`src/rtl/regfile_write_arbiter.sv`:
```
// Round-robin arbiter sharing the register-file write port among NUM_REQ requesters, with burst lock.
// Optional macro ZERO_REG_DROP_EN: accepted beats addressed to register 0 are consumed without a write strobe.
module regfile_write_arbiter #(
  parameter int NUM_REQ  = 4,
  parameter int ADDR_W   = 5,
  parameter int DATA_W   = 32,
  parameter int MAX_LOCK = 8
) (
  input  logic                          Clk,
  input  logic                          Reset,
  input  logic [NUM_REQ-1:0]            Req_Valid,
  output logic [NUM_REQ-1:0]            Req_Ready,
  input  logic [NUM_REQ-1:0]            Req_Lock,
  input  logic [NUM_REQ*ADDR_W-1:0]     Req_Addr,
  input  logic [NUM_REQ*DATA_W-1:0]     Req_Data,
  output logic [ADDR_W-1:0]             Select,
  output logic                          Wenable,
  output logic [DATA_W-1:0]             Write_Data,
  output logic [$clog2(NUM_REQ)-1:0]    Grant_Id,
  output logic                          Busy
);

  localparam int ID_W  = $clog2(NUM_REQ);
  localparam int CNT_W = $clog2(MAX_LOCK) + 1;

  typedef enum logic {ARB, LOCKED} state_e;

  state_e            state_q, state_d;
  logic [ID_W-1:0]   rrPtr_q, rrPtr_d;
  logic [ID_W-1:0]   owner_q, owner_d;
  logic [CNT_W-1:0]  lockCnt_q, lockCnt_d;
  logic [ADDR_W-1:0] select_q;
  logic [DATA_W-1:0] writeData_q;
  logic [ID_W-1:0]   grantId_q;
  logic              wen_q, wen_d;
  logic              busy_q;

  logic [ID_W-1:0]   winner;
  logic [ID_W-1:0]   cand;
  logic              found;
  logic              accept;
  logic              winLock;
  logic [ADDR_W-1:0] winAddr;
  logic [DATA_W-1:0] winData;

  // While locked only the owner is eligible; otherwise search upward from the last winner.
  always_comb begin
    winner = '0;
    cand   = '0;
    found  = 1'b0;
    if (state_q == LOCKED) begin
      winner = owner_q;
      found  = Req_Valid[owner_q];
    end else begin
      for (int k = 1; k <= NUM_REQ; k++) begin
        cand = ID_W'((int'(rrPtr_q) + k) % NUM_REQ);
        if (!found && Req_Valid[cand]) begin
          found  = 1'b1;
          winner = cand;
        end
      end
    end
  end

  assign accept  = found & ~Reset;
  assign winLock = Req_Lock[winner];
  assign winAddr = Req_Addr[int'(winner)*ADDR_W +: ADDR_W];
  assign winData = Req_Data[int'(winner)*DATA_W +: DATA_W];

  always_comb begin
    Req_Ready = '0;
    if (accept) Req_Ready[winner] = 1'b1;
  end

  always_comb begin
    state_d   = state_q;
    rrPtr_d   = rrPtr_q;
    owner_d   = owner_q;
    lockCnt_d = lockCnt_q;
    if (state_q == ARB) begin
      if (accept) begin
        rrPtr_d = winner;
        if (winLock) begin
          state_d   = LOCKED;
          owner_d   = winner;
          lockCnt_d = CNT_W'(1);
        end
      end
    end else begin
      // The MAX_LOCK-th beat releases the lock even if the owner still asks to keep it.
      if (accept && winLock && (lockCnt_q < CNT_W'(MAX_LOCK - 1))) begin
        lockCnt_d = lockCnt_q + 1'b1;
      end else begin
        state_d = ARB;
      end
    end
  end

`ifdef ZERO_REG_DROP_EN
  assign wen_d = accept && (winAddr != '0);
`else
  assign wen_d = accept;
`endif

  always_ff @(posedge Clk) begin
    if (Reset) begin
      state_q     <= ARB;
      rrPtr_q     <= ID_W'(NUM_REQ - 1);
      owner_q     <= '0;
      lockCnt_q   <= '0;
      select_q    <= '0;
      writeData_q <= '0;
      grantId_q   <= '0;
      wen_q       <= 1'b0;
      busy_q      <= 1'b0;
    end else begin
      state_q   <= state_d;
      rrPtr_q   <= rrPtr_d;
      owner_q   <= owner_d;
      lockCnt_q <= lockCnt_d;
      wen_q     <= wen_d;
      busy_q    <= (state_d == LOCKED);
      if (accept) begin
        select_q    <= winAddr;
        writeData_q <= winData;
        grantId_q   <= winner;
      end
    end
  end

  assign Select     = select_q;
  assign Wenable    = wen_q;
  assign Write_Data = writeData_q;
  assign Grant_Id   = grantId_q;
  assign Busy       = busy_q;

endmodule

```
`config.mk`:
```
export PLATFORM = sky130hd
export DESIGN_NAME = regfile_write_arbiter
export DESIGN_NICKNAME = d
export VERILOG_FILES = /design/src/rtl/regfile_write_arbiter.sv
export SDC_FILE = /design/constraint.sdc
export NUM_CORES = 1
export LEC_CHECK = 0
export ABC_AREA = 1
export CAP_MARGIN = 30
export CORE_UTILIZATION = 25
export CTS_BUF_LIST = sky130_fd_sc_hd__clkbuf_4 sky130_fd_sc_hd__clkbuf_8 sky130_fd_sc_hd__clkbuf_16
export CTS_CLUSTER_DIAMETER = 100
export DETAILED_ROUTE_END_ITERATION = 10
export PLACE_DENSITY = 0.53
export SYNTH_ARGS = -nofsm -noshare
export SYNTH_HDL_FRONTEND = slang
export SYNTH_SLANG_ARGS = --single-unit
```
`constraint.sdc`:
```
create_clock -name Clk -period 4.3 [get_ports Clk]
set_input_delay 0.86 -clock Clk [delete_from_list [all_inputs] [get_ports Clk]]
set_output_delay 0.86 -clock Clk [all_outputs]
set_load 0.02 [all_outputs]
```
Fig. 1: run 1, wiring by layer
Bar = 20 µm. Only two layers are drawn.
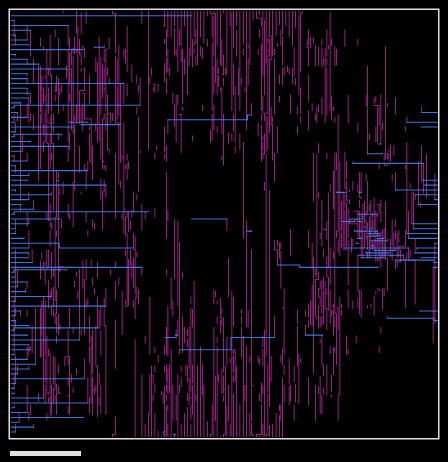
magenta -> metal 2  # wire length 6,230 µm
blue -> metal 3  # wire length 1,140 µm

Fig. 2: run 1, clock routing
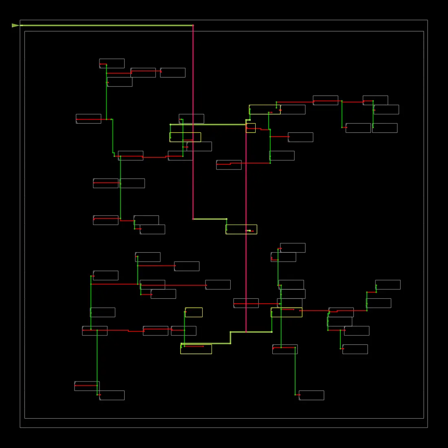
Clock Sinks: 49
flip-flops: 49
total CTS buffers: 5

==> results.txt, run 1 <==
yosys + openroad results -> grt met3 use 5.71%, Top non-seq family AND-OR/OR-AND gates, global-route wire length before repair 20,600 µm, # Cells Yosys 503, placed cell area 5610 µm², FFs w/ async S/R, synth 0%, GRT Max-Usage Layer met2, GRT Total Usage 18.1%, share of cells above drive strength 1 8.16%, register area share after synthesis 28.1%, Setup crit end kind output port, final worst path period share 92.7%, outcome finished, final reports clean, CP max FO 11, Total Nets Final 845, Clock Latency Late Sink 0.29 ns, antenna cell count 0, Place WS 0.363 ns, I/O Buffers 202, top_reg_cell synth dfxtp_1, setup repair bufs after CTS 0, hold-fix buffers at CTS 0, num rows 42, OpenROAD warning count 26, Hold WC Path Type reg2reg, clock tree buffer depth 2, DRT Pass-1 Iters 4, Setup TNS 0 ns, Max Cap Viol 0, EDFF count, synth 0, Tightest Pin Transition 0.604 ns, Layout Utilization 42.8%, AO/OA Area Share 34.8%, crit path DRT 3.44 ns, R2R Setup Slk 1.62 ns, DR DRC count 0, # H-tree levels 2
Fig. 3: run 1, register map, names as in the netlist
Bar = 20 µm.
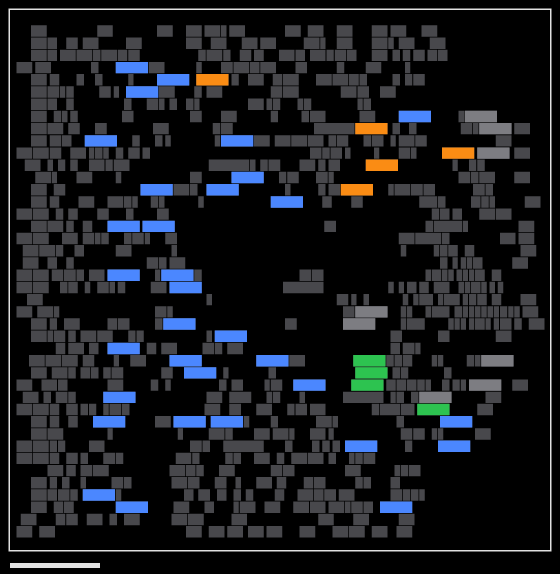
green -> `lockCnt_q`  # sequential cells 4
blue -> `Write_Data`  # sequential cells 32
orange -> `Select`  # sequential cells 5
not coloured = 8

-- run 1: worst paths after layout --
path / cells past startpoint / start / end
worst max-delay path: 10 / Req_Valid[3] / Req_Ready[3]
worst min-delay path: 2 / lockCnt_q[3] / lockCnt_q[3]
worst max register to register: 13 / rrPtr_q[0] / lockCnt_q[2]
worst min register to register: 2 / lockCnt_q[3] / lockCnt_q[3]
-- run 1: state kept, by name, summed over array words and instances, names as in the netlist --
signal,cells
Wenable,1
lockCnt_q,4
owner_q,2
Write_Data,32
Select,5
rrPtr_q,2
Busy,1
Grant_Id,2
-- run 1: critical path: stages --
cell	delay, ns
clkdlybuf4s50_1	0.52
inv_1	0.06
nand2_1	0.08
nand2_1	0.10
nand2_1	0.08
o21ai_1	0.11
nand4_1	0.13
nand3_2	0.23
nor3_1	0.31
clkdlybuf4s50_1	0.65
-- run 1: metal layers --
layer  vias to the layer above  wire [µm]
met1                      1856       5330
met3                        21       1140
met5                         -          0
met4                         0        265
met2                       164       6230
li1                       2073          -
-- run 1: per-stage QoR --
stage | instances | hold WS, ns
2_1_floorplan | 503 | 0.439
3_3_place_gp | 855 | 0.462
3_5_place_dp | 855 | 0.467
4_1_cts | 862 | 0.481
5_1_grt | 862 | 0.511
6_report | 862 | 0.478
-- run 1: synthesized netlist by cell type, drive strengths merged (8+ instances only) --
cell    count  area, µm²
o211ai     42        315
o21ai     116        584
nand3      16        108
inv        51        199
buf        18        161
o21bai     37        278
nand2      50        223
clkbuf     20       75.1
dfxtp      49        981
nor2       44        205
a21oi       8       40.0
or2        37        231
-- run 1: cell families after synthesis --
logic type	count (synthesis)
AND-OR/OR-AND	203
AND/OR/NAND/NOR	159
buffers and inverters	90
flip-flops	49
XOR/XNOR	1
adder cells (fa/ha/maj)	1
-- run 1: power by group --
part	total [mW]	internal, mW	switching, mW
sequential	0.775	0.646	0.129
clock	0.397	0.228	0.169
combinational	3.25	1.26	1.99
total	4.42	2.13	2.29
-- run 1: cell type report --
type	count	area (µm²)
clock inverters	1	7.51
well taps	176	220
clock buffers	6	139
fillers	1432	7700
inverters	52	203
flip-flops and latches	49	981
repair buffers	214	2110
multi-input cells	364	2090
## Run 2: what changed since run 1
CTS_CLUSTER_DIAMETER = unset   (was 100)
Fig. 4: run 2, routed clock nets over the placement
Bar = 20 µm.
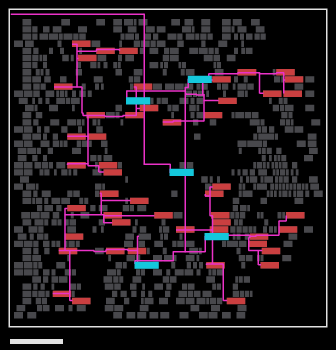
red -> flip-flops  # count 49
magenta -> clock wires  # length 759 µm
cyan -> clock drivers  # count 5
routed clock nets = 6
Final Skew: 0.00572 ns
Clock Latency Late Sink: 0.29 ns
Clock Power: 0.397 mW
Clock Power Share: 9.0%

==> run 2 against run 1 <==
Effect of this change: sequential share of layout area is the same; clock skew stayed put; wire length unchanged; clock power is essentially flat; synthesized cell count did not move; power unchanged; critical path depth unchanged; via count unchanged; core utilization stayed put.
==> results.txt, run 2 <==
yosys + openroad results -> outcome finished, final reports clean, Post-Layout Inst Area 5750 µm², Hold Fails Final Rpt 0, Cell variety after synth 33, YS chip area 3500 µm², width of the die 120 µm, Final Critical Period 3.98 ns, Ports 203, post-cts resize count 0, final worst path period share 92.7% (unchanged), Initial Util 26.0%, I/O Buffers 202 (unchanged), RePlAce Congestion 0.876, startpoint types input pin, filler instances 1,432 (unchanged), Overflow after GRT 0, initial antenna violation count 0, most common logic cell in the routed design clkdlybuf4s50_1, Total Nets Final 845 (unchanged), most numerous logic cells after layout clkdlybuf4s50_1, o21ai_0, dfxtp_1, # Cells Yosys 503 (unchanged), register area share after synthesis 28.1% (unchanged), largest net degree at the start of global routing 55, share of the synthesized area in the top cell type 28.1% (unchanged), Synth flops 49, Die Span Y 120 µm, GRT Total Usage 18.1% (unchanged), worst vdd ir 0.000466 V, # H-tree levels 2 (unchanged), share of cells above drive strength 1 8.16% (unchanged), crit path DAT 3.12 ns, Critical Setup Path Class in2out, DR DRC count 0 (unchanged), Tightest Pin Transition 0.604 ns (unchanged), synthesis warning total 0, synth cell count leaders o21ai_0, dfxtp_1, inv_1, Hold WC Path Type reg2reg, clock tree buffer depth 2 (unchanged), clk slew on worst S/H paths 0.06 ns, Setup crit end kind output port, Leak Pwr 2.32 nW, Cell area leaders dfxtp_1, o21ai_0, o211ai_1, o21bai_1, or2_0, initial drt markers 182, num rows 42 (unchanged), DRT Pass-1 Iters 4 (unchanged), count leader, synth o21ai_0, setup repair bufs after CTS 0 (unchanged), vias in the first global route 4,097, top_reg_cell synth dfxtp_1, via/cell ratio 4.77, DP HPWL 10,000 µm, Clock Sinks 49 (unchanged), Max Cap Viol 0 (unchanged), Max transition margin 59.7%, area leader, netlist dfxtp_1, Setup TNS 0 ns (unchanged), hold-fix buffers at CTS 0 (unchanged), CP max FO 11 (unchanged), ANT nets after route 0, die area 14,500 µm², FFs w/ async S/R, synth 0% (unchanged), crit path DRT 3.44 ns (about the same), power per cell area 769 nW/µm², total CTS buffers 5 (unchanged), global-route wire length before repair 20,600 µm (unchanged), OpenROAD warning count 26 (unchanged), placed cell area 5610 µm² (unchanged), EDFF count, synth 0 (unchanged), antenna cell count 0 (unchanged), Finish-stage setup viols 0, max FFs per register 32 (unchanged)
Fig. 5: run 2, clock routing
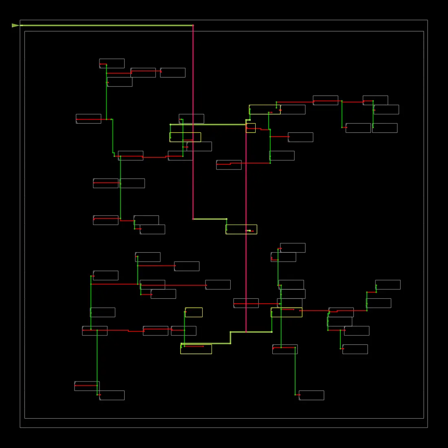
CLK BUF: 6

-- run 2: cell counts after synthesis --
Identical to the previous run, type by type.
-- run 2: routing by layer --
metal | vias up | global-route usage, % | part of all wire (%)
met3 | 21 | 5.71 | 8.8
met1 | 1856 | 20.8 | 41
met4 | 0 | 6.02 | 2.0
met5 | - | 0 | 0
met2 | 164 | 31.5 | 48
li1 | 2073 | - | -
-- run 2: power by group --
part           internal [mW]  switching [mW]
clock network          0.228           0.169
registers              0.646           0.129
logic                   1.26            1.99
-- run 2: critical path: stages --
cell and delay (ns):
clkdlybuf4s50_1 0.52, inv_1 0.06, nand2_1 0.08, nand2_1 0.10, nand2_1 0.08, o21ai_1 0.11
nand4_1 0.13, nand3_2 0.23, nor3_1 0.31, clkdlybuf4s50_1 0.65
-- run 2: final timing paths --
path / cells past startpoint / slack (ns) / start / to
worst min-delay path: 2 / 0.48 / lockCnt_q[3] / lockCnt_q[3]
worst max-delay path: 10 / 0.32 / Req_Valid[3] / Req_Ready[3]
worst min register to register: 2 / 0.48 / lockCnt_q[3] / lockCnt_q[3]
worst max register to register: 13 / 1.62 / rrPtr_q[0] / lockCnt_q[2]
-- run 2: logic make-up after synthesis --
| group | synth area share, % |
|---|---|
| flip-flops | 28.1 |
| adder cells (fa/ha/maj) | 0.358 |
| AND/OR/NAND/NOR | 24.0 |
| buffers and inverters | 12.6 |
| AND-OR/OR-AND | 34.8 |
| XOR/XNOR | 0.250 |
-- run 2: stage by stage --
| step | hold slack, ns | cells | setup WS (ns) | total power [mW] | utilization, % |
|---|---|---|---|---|---|
| 2_1_floorplan | 0.439 | 503 | 1.05 | 3.08 | - |
| 4_1_cts | 0.481 | 862 | 0.346 | 4.49 | 42.8 |
| 3_5_place_dp | 0.467 | 855 | 0.363 | 4.07 | 41.7 |
| 6_report | 0.478 | 862 | 0.315 | 4.42 | 42.8 |
| 3_3_place_gp | 0.462 | 855 | 0.397 | 4.04 | 41.7 |
| 5_1_grt | 0.511 | 862 | 0.198 | 4.87 | 42.8 |
-- run 2: area by class of cell --
class,count,area (µm²),share of cell area [%]
Timing Repair Buffer,214,2110,36.7
Clock buffer,6,139,2.41
Sequential cell,49,981,17.1
Clock inverter,1,7.51,0.131
Inverter,52,203,3.52
Multi-Input combinational cell,364,2090,36.3
Tap cell,176,220,3.83
## Run 3: what changed since run 2
SETUP_SLACK_MARGIN = 0.1   (was unset)
Fig. 6: run 3, clock routing
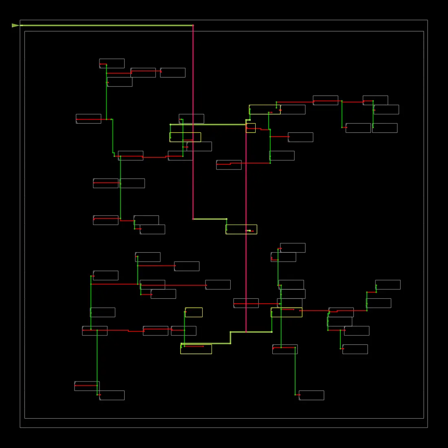

==> run 3 against run 2 <==
Effect of this change: wire length did not move; final cell count did not move; final area did not move; setup slack did not move; non-clock buffer count did not move; sequential power barely moved; clock power barely moved; critical endpoint unchanged; largest power group unchanged; highest routed layer unchanged.
==> results.txt, run 3 <==
yosys + openroad results -> max FFs per register 32 (unchanged), CP max FO 11 (unchanged), YS chip area 3500 µm² (unchanged), Place WS 0.363 ns (unchanged), OpenROAD warning count 26 (unchanged), DRT Pass-1 Iters 4 (unchanged), count leader, synth o21ai_0, Max Cap Viol 0 (unchanged), EDFF count, synth 0 (unchanged), Routed met3 length 1140 µm (unchanged), Top cell by count, worst path nand2_1, initial drt markers 182 (unchanged), # Cells Yosys 503 (unchanged), Slowest cell on crit path clkdlybuf4s50_1, global-route wire length before repair 20,600 µm (unchanged), via/cell ratio 4.77 (unchanged), share of the synthesized area in the top cell type 28.1% (unchanged), outcome finished, final reports clean, synth cell count leaders o21ai_0, dfxtp_1, inv_1, worst hold slack 0.478 ns (unchanged), Total Nets Final 845 (unchanged), WL met1 5330 µm (unchanged), DP HPWL 10,000 µm (unchanged), Finish-stage setup viols 0 (unchanged), Initial Util 26.0% (unchanged), start of the worst register-to-register path rrPtr_q[0], worst vdd ir 0.000466 V (unchanged), initial antenna violation count 0 (unchanged), share of cells above drive strength 1 8.16% (unchanged), final worst path period share 92.7% (unchanged), most common logic cell in the routed design clkdlybuf4s50_1, hold-fix buffers at CTS 0 (unchanged), Reg2Reg Depth 13 (unchanged), slowest stage delay, CP 0.65 ns (about the same), routed wl met2 6230 µm (unchanged), top_reg_cell synth dfxtp_1, vias in the first global route 4,097 (unchanged), capture point of the worst reg-to-reg path lockCnt_q[2], slack of the critical path 0.315 ns (unchanged), Clock Sinks 49 (unchanged), most numerous logic cells after layout clkdlybuf4s50_1, o21ai_0, dfxtp_1
Fig. 7: run 3, cell classes on the final placement
Fill, decap, tap and diode cells in grey.
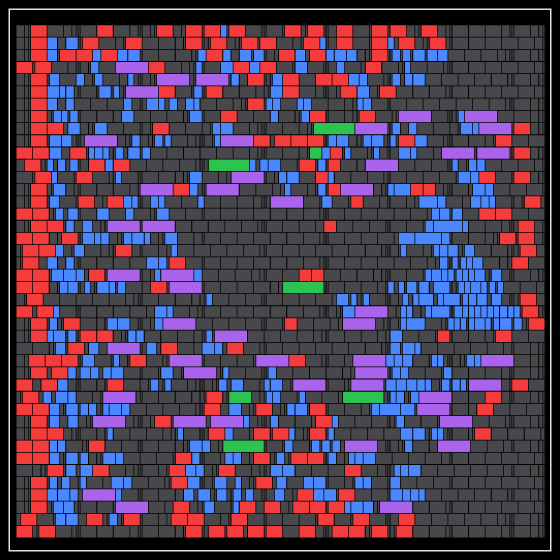
purple -> sequential cells  # cells 49, share of their area 18%
red -> remaining buffers and delay cells  # cells 214, share of their area 38%
blue -> combinational and other logic  # cells 416, share of their area 41%
green -> clock drivers and dummy loads  # cells 7, share of their area 2.6%

## run 3: cell counts in the layout (fill, tap and decap cells not counted)
Identical to the previous run, type by type.
## run 3: routing by layer
metal	GRT usage, %	vias to the layer above
met5	0	-
met4	6.02	0
met3	5.71	21
met1	20.8	1856
met2	31.5	164
li1	-	2073
## run 3: cell type report
type	count	area, µm²
Fill cell	1432	7700
Tap cell	176	220
Clock inverter	1	7.51
Clock buffer	6	139
Timing Repair Buffer	214	2110
Multi-Input combinational cell	364	2090
Inverter	52	203
Sequential cell	49	981
## run 3: worst min-delay path by stage
stage                       from           end  slack (ns)  cells after the start
floorplan           lockCnt_q[3]  lockCnt_q[3]        0.44                      2
global placement    lockCnt_q[3]  lockCnt_q[3]        0.46                      2
detailed placement  lockCnt_q[3]  lockCnt_q[3]        0.47                      2
CTS                 lockCnt_q[3]  lockCnt_q[3]        0.48                      2
global route        lockCnt_q[3]  lockCnt_q[3]        0.51                      2
finish              lockCnt_q[3]  lockCnt_q[3]        0.48                      2
## run 3: power breakdown
group	switching (mW)	internal, mW	leakage [nW]
combinational	1.99	1.26	1.85
clock	0.169	0.228	0.0690
sequential	0.129	0.646	0.406
## run 3: per-stage QoR
step	area [µm²]	total power, mW	std cells	util (%)
finish	5750	4.42	862	42.8
global route	5750	4.87	862	42.8
CTS	5750	4.49	862	42.8
detailed placement	5610	4.07	855	41.7
floorplan	3500	3.08	503	-
global placement	5610	4.04	855	41.7
## run 3: logic make-up after synthesis
group                      count (synthesis)  synth area share, %
and+or+nand+nor                          159                 24.0
buffers and inverters                     90                 12.6
adders and majority gates                  1                0.358
xor gates and xnor gates                   1                0.250
DFF                                       49                 28.1
AOI/OAI and AO/OA                        203                 34.8
## run 3: worst max-delay path: cells and delay by family
kind	cells	cell delay, ns
buffers and inverters	3	1.23
and+or+nand+nor	6	0.93
AOI/OAI and AO/OA	1	0.11
No activity file was given, so power comes from the tool's default toggle rates.
